## src/rtl/muldiv_sequencer.sv

```systemverilog
`timescale 1ns/1ps
// Iterative 32-step MULTU/DIVU engine for the EXECUTE stage; owns HI/LO
// and requests a pipeline stall while an operation is in flight.
module muldiv_sequencer #(
    parameter int unsigned WIDTH = 32
) (
    input  logic             CLK,
    input  logic             RST,
    input  logic             start,
    input  logic [1:0]       op,
    input  logic [WIDTH-1:0] opa,
    input  logic [WIDTH-1:0] opb,
    input  logic             hilo_rd,
    input  logic             flush,
    output logic             busy,
    output logic             stall,
    output logic             done,
    output logic             dbz,
    output logic [WIDTH-1:0] hi,
    output logic [WIDTH-1:0] lo
);

    localparam int unsigned CNT_W = 5;
    localparam int unsigned PW    = 2 * WIDTH;
    localparam logic [CNT_W-1:0] CNT_LAST = CNT_W'(WIDTH - 1);

    localparam logic [1:0] OP_MULTU = 2'b00;
    localparam logic [1:0] OP_DIVU  = 2'b01;
    localparam logic [1:0] OP_MTHI  = 2'b10;
    localparam logic [1:0] OP_MTLO  = 2'b11;

    typedef enum logic {
        S_IDLE = 1'b0,
        S_RUN  = 1'b1
    } state_t;

    state_t           state_q, state_d;
    logic [CNT_W-1:0] cnt_q,   cnt_d;
    logic [PW-1:0]    p_q,     p_d;
    logic [WIDTH-1:0] b_q,     b_d;
    logic             mul_q,   mul_d;
    logic             busy_q,  busy_d;
    logic             done_q,  done_d;
    logic             dbz_q,   dbz_d;
    logic [WIDTH-1:0] hi_q,    hi_d;
    logic [WIDTH-1:0] lo_q,    lo_d;

    // One shift-add multiply step: P[63:32] += A when P[0], then shift right.
    logic [WIDTH:0]   mul_sum;
    logic [PW-1:0]    mul_next;

    // One restoring divide step on {R, Q}; R lives in p_q[63:32], Q in p_q[31:0].
    logic [WIDTH:0]   div_rem_sh;
    logic [WIDTH-1:0] div_diff;
    logic             div_ge;
    logic [PW-1:0]    div_next;
    logic [PW-1:0]    step_next;

    always_comb begin
        mul_sum    = {1'b0, p_q[PW-1:WIDTH]} + (p_q[0] ? {1'b0, b_q} : {(WIDTH+1){1'b0}});
        mul_next   = {mul_sum, p_q[WIDTH-1:1]};

        div_rem_sh = p_q[PW-1:WIDTH-1];
        div_ge     = (div_rem_sh >= {1'b0, b_q});
        div_diff   = div_rem_sh[WIDTH-1:0] - b_q;
        div_next   = div_ge ? {div_diff,               p_q[WIDTH-2:0], 1'b1}
                            : {div_rem_sh[WIDTH-1:0], p_q[WIDTH-2:0], 1'b0};

        step_next  = mul_q ? mul_next : div_next;
    end

    // Next-state and HI/LO update logic.
    always_comb begin
        state_d = state_q;
        cnt_d   = cnt_q;
        p_d     = p_q;
        b_d     = b_q;
        mul_d   = mul_q;
        busy_d  = busy_q;
        done_d  = 1'b0;
        dbz_d   = dbz_q;
        hi_d    = hi_q;
        lo_d    = lo_q;

        unique case (state_q)
            S_IDLE: begin
                if (start && !flush) begin
                    unique case (op)
                        OP_MULTU: begin
                            p_d     = {{WIDTH{1'b0}}, opb};
                            b_d     = opa;
                            mul_d   = 1'b1;
                            cnt_d   = '0;
                            dbz_d   = 1'b0;
                            busy_d  = 1'b1;
                            state_d = S_RUN;
                        end
                        OP_DIVU: begin
                            p_d     = {{WIDTH{1'b0}}, opa};
                            b_d     = opb;
                            mul_d   = 1'b0;
                            cnt_d   = '0;
                            dbz_d   = 1'b0;
                            busy_d  = 1'b1;
                            state_d = S_RUN;
                        end
                        OP_MTHI: hi_d = opa;
                        OP_MTLO: lo_d = opa;
                        default: ;
                    endcase
                end
            end

            S_RUN: begin
                if (flush) begin
                    // Squashed: drop the partial result, HI/LO/dbz untouched.
                    cnt_d   = '0;
                    busy_d  = 1'b0;
                    state_d = S_IDLE;
                end else begin
                    p_d   = step_next;
                    cnt_d = cnt_q + CNT_W'(1);
                    if (cnt_q == CNT_LAST) begin
                        hi_d    = step_next[PW-1:WIDTH];
                        lo_d    = step_next[WIDTH-1:0];
                        done_d  = 1'b1;
                        dbz_d   = !mul_q && (b_q == '0);
                        busy_d  = 1'b0;
                        state_d = S_IDLE;
                    end
                end
            end

            default: state_d = S_IDLE;
        endcase
    end

    always_ff @(posedge CLK or negedge RST) begin
        if (!RST) begin
            state_q <= S_IDLE;
            cnt_q   <= '0;
            p_q     <= '0;
            b_q     <= '0;
            mul_q   <= 1'b0;
            busy_q  <= 1'b0;
            done_q  <= 1'b0;
            dbz_q   <= 1'b0;
            hi_q    <= '0;
            lo_q    <= '0;
        end else begin
            state_q <= state_d;
            cnt_q   <= cnt_d;
            p_q     <= p_d;
            b_q     <= b_d;
            mul_q   <= mul_d;
            busy_q  <= busy_d;
            done_q  <= done_d;
            dbz_q   <= dbz_d;
            hi_q    <= hi_d;
            lo_q    <= lo_d;
        end
    end

    assign busy  = busy_q;
    assign done  = done_q;
    assign dbz   = dbz_q;
    assign hi    = hi_q;
    assign lo    = lo_q;
    // Holds the instruction in EXECUTE until the running operation retires.
    assign stall = busy_q & (start | hilo_rd);

endmodule

```

## config.mk

```make
export PLATFORM = sky130hd
export DESIGN_NAME = muldiv_sequencer
export DESIGN_NICKNAME = d
export VERILOG_FILES = /design/src/rtl/muldiv_sequencer.sv
export SDC_FILE = /design/constraint.sdc
export NUM_CORES = 1
export LEC_CHECK = 0
export CORE_MARGIN = 5
export CORE_UTILIZATION = 60
export CTS_CLUSTER_DIAMETER = 200
export DETAILED_ROUTE_END_ITERATION = 12
export GPL_ROUTABILITY_DRIVEN = 1
export GPL_TIMING_DRIVEN = 0
export PLACE_DENSITY = 0.84
export SETUP_SLACK_MARGIN = 0.3
export SLEW_MARGIN = 20
export SYNTH_ARGS = -nofsm -noshare
export SYNTH_HDL_FRONTEND = slang
export SYNTH_SLANG_ARGS = --single-unit
```

## constraint.sdc

```tcl
create_clock -name CLK -period 7.5 [get_ports CLK]
set_input_delay 1.875 -clock CLK [delete_from_list [all_inputs] [get_ports CLK]]
set_output_delay 1.875 -clock CLK [all_outputs]
set_load 0.005 [all_outputs]
```

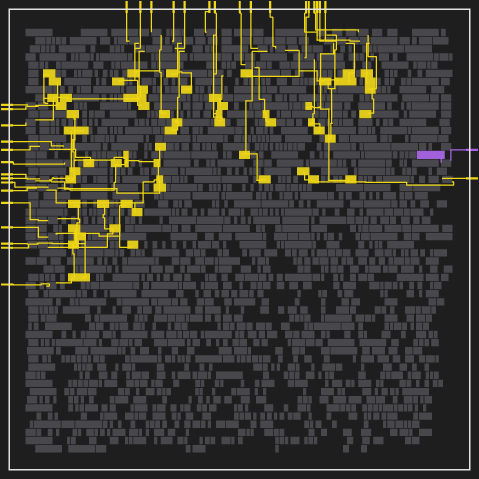
Figure 1: wires at chosen ports, followed through buffers.
Scale: 3 px per um.
Key: done = purple [bits 1, direction output, end cells 1, buffers 1, wire 11.5 um]; opb = yellow [bits 32, direction input, end cells 64, buffers 32, wire 1500 um]

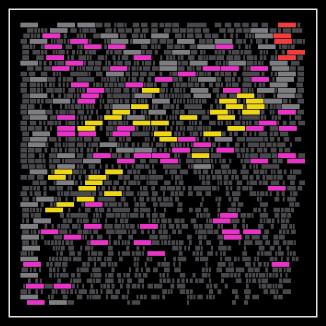
Figure 2: sequential cells grouped by signal name.
Scale: 2 px per um.
Key: p_q = magenta [flops 64, where all over the die]; b_q = yellow [flops 32]; cnt_q = red [flops 5, where north-east]
FF/Latch Area: 4254 um2
sequential power: 1320 uW

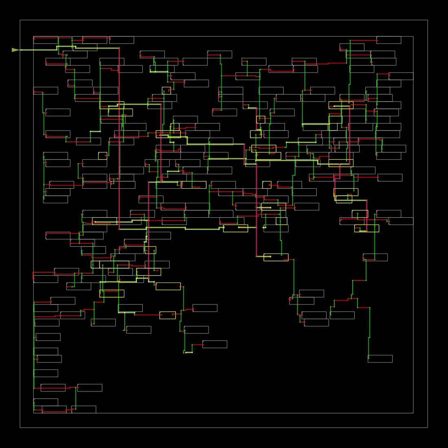
Figure 3: the clock network.
clock insertion delay at the later pin of the skew report: 0.45 ns
clock buffer count from CTS: 17

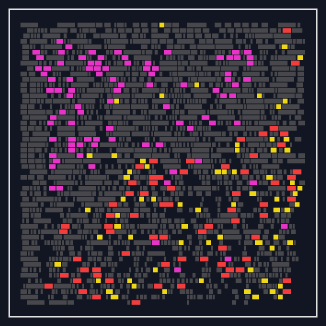
Figure 4: logic cells by family.
Scale: 2 px per um.
Key: multiplexers = magenta [cells 91]; AND-OR and OR-AND gates = yellow [cells 68]; adder and majority cells = red [cells 68]

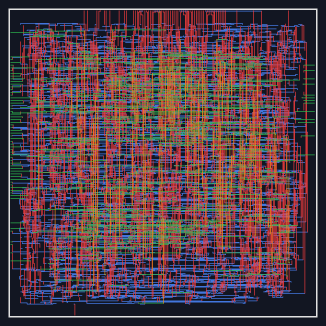
Figure 5: metal layers overlaid.
Scale: 2 px per um.
Key: met3 = green [wire length 5990 um]; met4 = orange [wire length 3350 um]; met1 = blue [wire length 18300 um]; met2 = red [wire length 20.5 mm]

==> final timing paths <==
| kind | endpoint | from |
|---|---|---|
| max reg2reg | p_q[59]$_DFFE_PN0P_ | p_q[0]$_DFFE_PN0P_ |
| min | lo[22]$_DFFE_PN0P_ | lo[22]$_DFFE_PN0P_ |
| min in group asynchronous | cnt_q[0]$_DFFE_PN0P_ | RST |
| min reg2reg | lo[22]$_DFFE_PN0P_ | lo[22]$_DFFE_PN0P_ |
| max | stall | start |
| max in group asynchronous | b_q[12]$_DFFE_PN0P_ | RST |
==> routing by layer <==
layer,up-vias,GRT usage,part of all wire
met1,6179,0.5410,0.38
met5,-,0,0
li1,5677,-,-
met3,254,0.1057,0.12
met2,976,0.5990,0.43
met4,0,0.2321,0.070
==> flip-flops by register name, indices dropped and copies added, names as in the netlist, 5 cells and up <==
register,count
p_q,64
b_q,32
hi,32
lo,32
cnt_q,5
==> layout by cell type, fill, tap and decap left out, drive strengths merged, types with 8 or more instances in the layout <==
master,instances
nand2,206
o21ai,186
dfrtp,170
a21oi,148
clkdlybuf4s50,137
nor2,111
clkbuf,83
ha,66
mux2i,61
inv,53
and2,42
xnor2,40
mux2,30
a21o,28
buf,24
o211ai,20
o31ai,20
a211oi,20
nand3,19
nand4,16
xor2,16
and3,14
nor2b,14
a31oi,13
nor4,13
o21a,10
a22oi,9
nor3,9
clkinv,8
==> through the flow <==
step | TNS [ns] | std cells | instance area (um2)
6_report | 0 | 1934 | 14640
5_1_grt | 0 | 1934 | 14640
4_1_cts | 0 | 1934 | 14640
3_5_place_dp | 0 | 1902 | 14030
3_3_place_gp | -420.24 | 1901 | 13990
2_1_floorplan | 0 | 1493 | 12280
==> report_power, final <==
group / internal [uW] / switching [uW]
Sequential: 1110 / 213
Combinational: 675 / 953
Clock: 488 / 447
Total: 2270 / 1610
==> impl_metrics.py <==
# Metrics from the implementation run
metrics = {
    "cells_and_area": {
        "comb_area_frac": 0.5112,
        "clock_tree_area_fraction": 0.04188,
        "drive_gt1_frac": 0.05649,
    },
    "setup_path": {
        "critical-path-slowest-cell": "clkdlybuf4s50_1",
    },
    "synth": {
        "ys_cells": 1493,
        "synth_area_per_cell_um2": 8.222,
        "synth_area_um2": 12280,
        "ys_sh_adder": 0.07053,
        "synth-async-reset-ratio": 1.000,
        "post_synth_top_cells": "nand2_1 (206), o21ai_0 (180), dfrtp_1 (170)",
    },
    "placed_design": {
        "port_buffers": 138,
    },
    "sta": {
        "setup-violations-final": 0,
        "worst_pin_slew_ns": 1.175,
        "setup_slack_ns": 2.542,
        "final_max_slew_viol_count": 0,
    },
    "run": {
        "log.warning_count": 26,
    },
    "global_routing": {
        "overflow": 0,
        "grt_start_max_net_pins": 89,
    },
    "run_status": {
        "outcome": "finished, final reports clean",
    },
    "drt": {
        "detailedRoute.firstPassIterationCount": 8,
        "wl_per_cell_um": 24.93,
    },
}
Power and IR drop assume default switching activity.
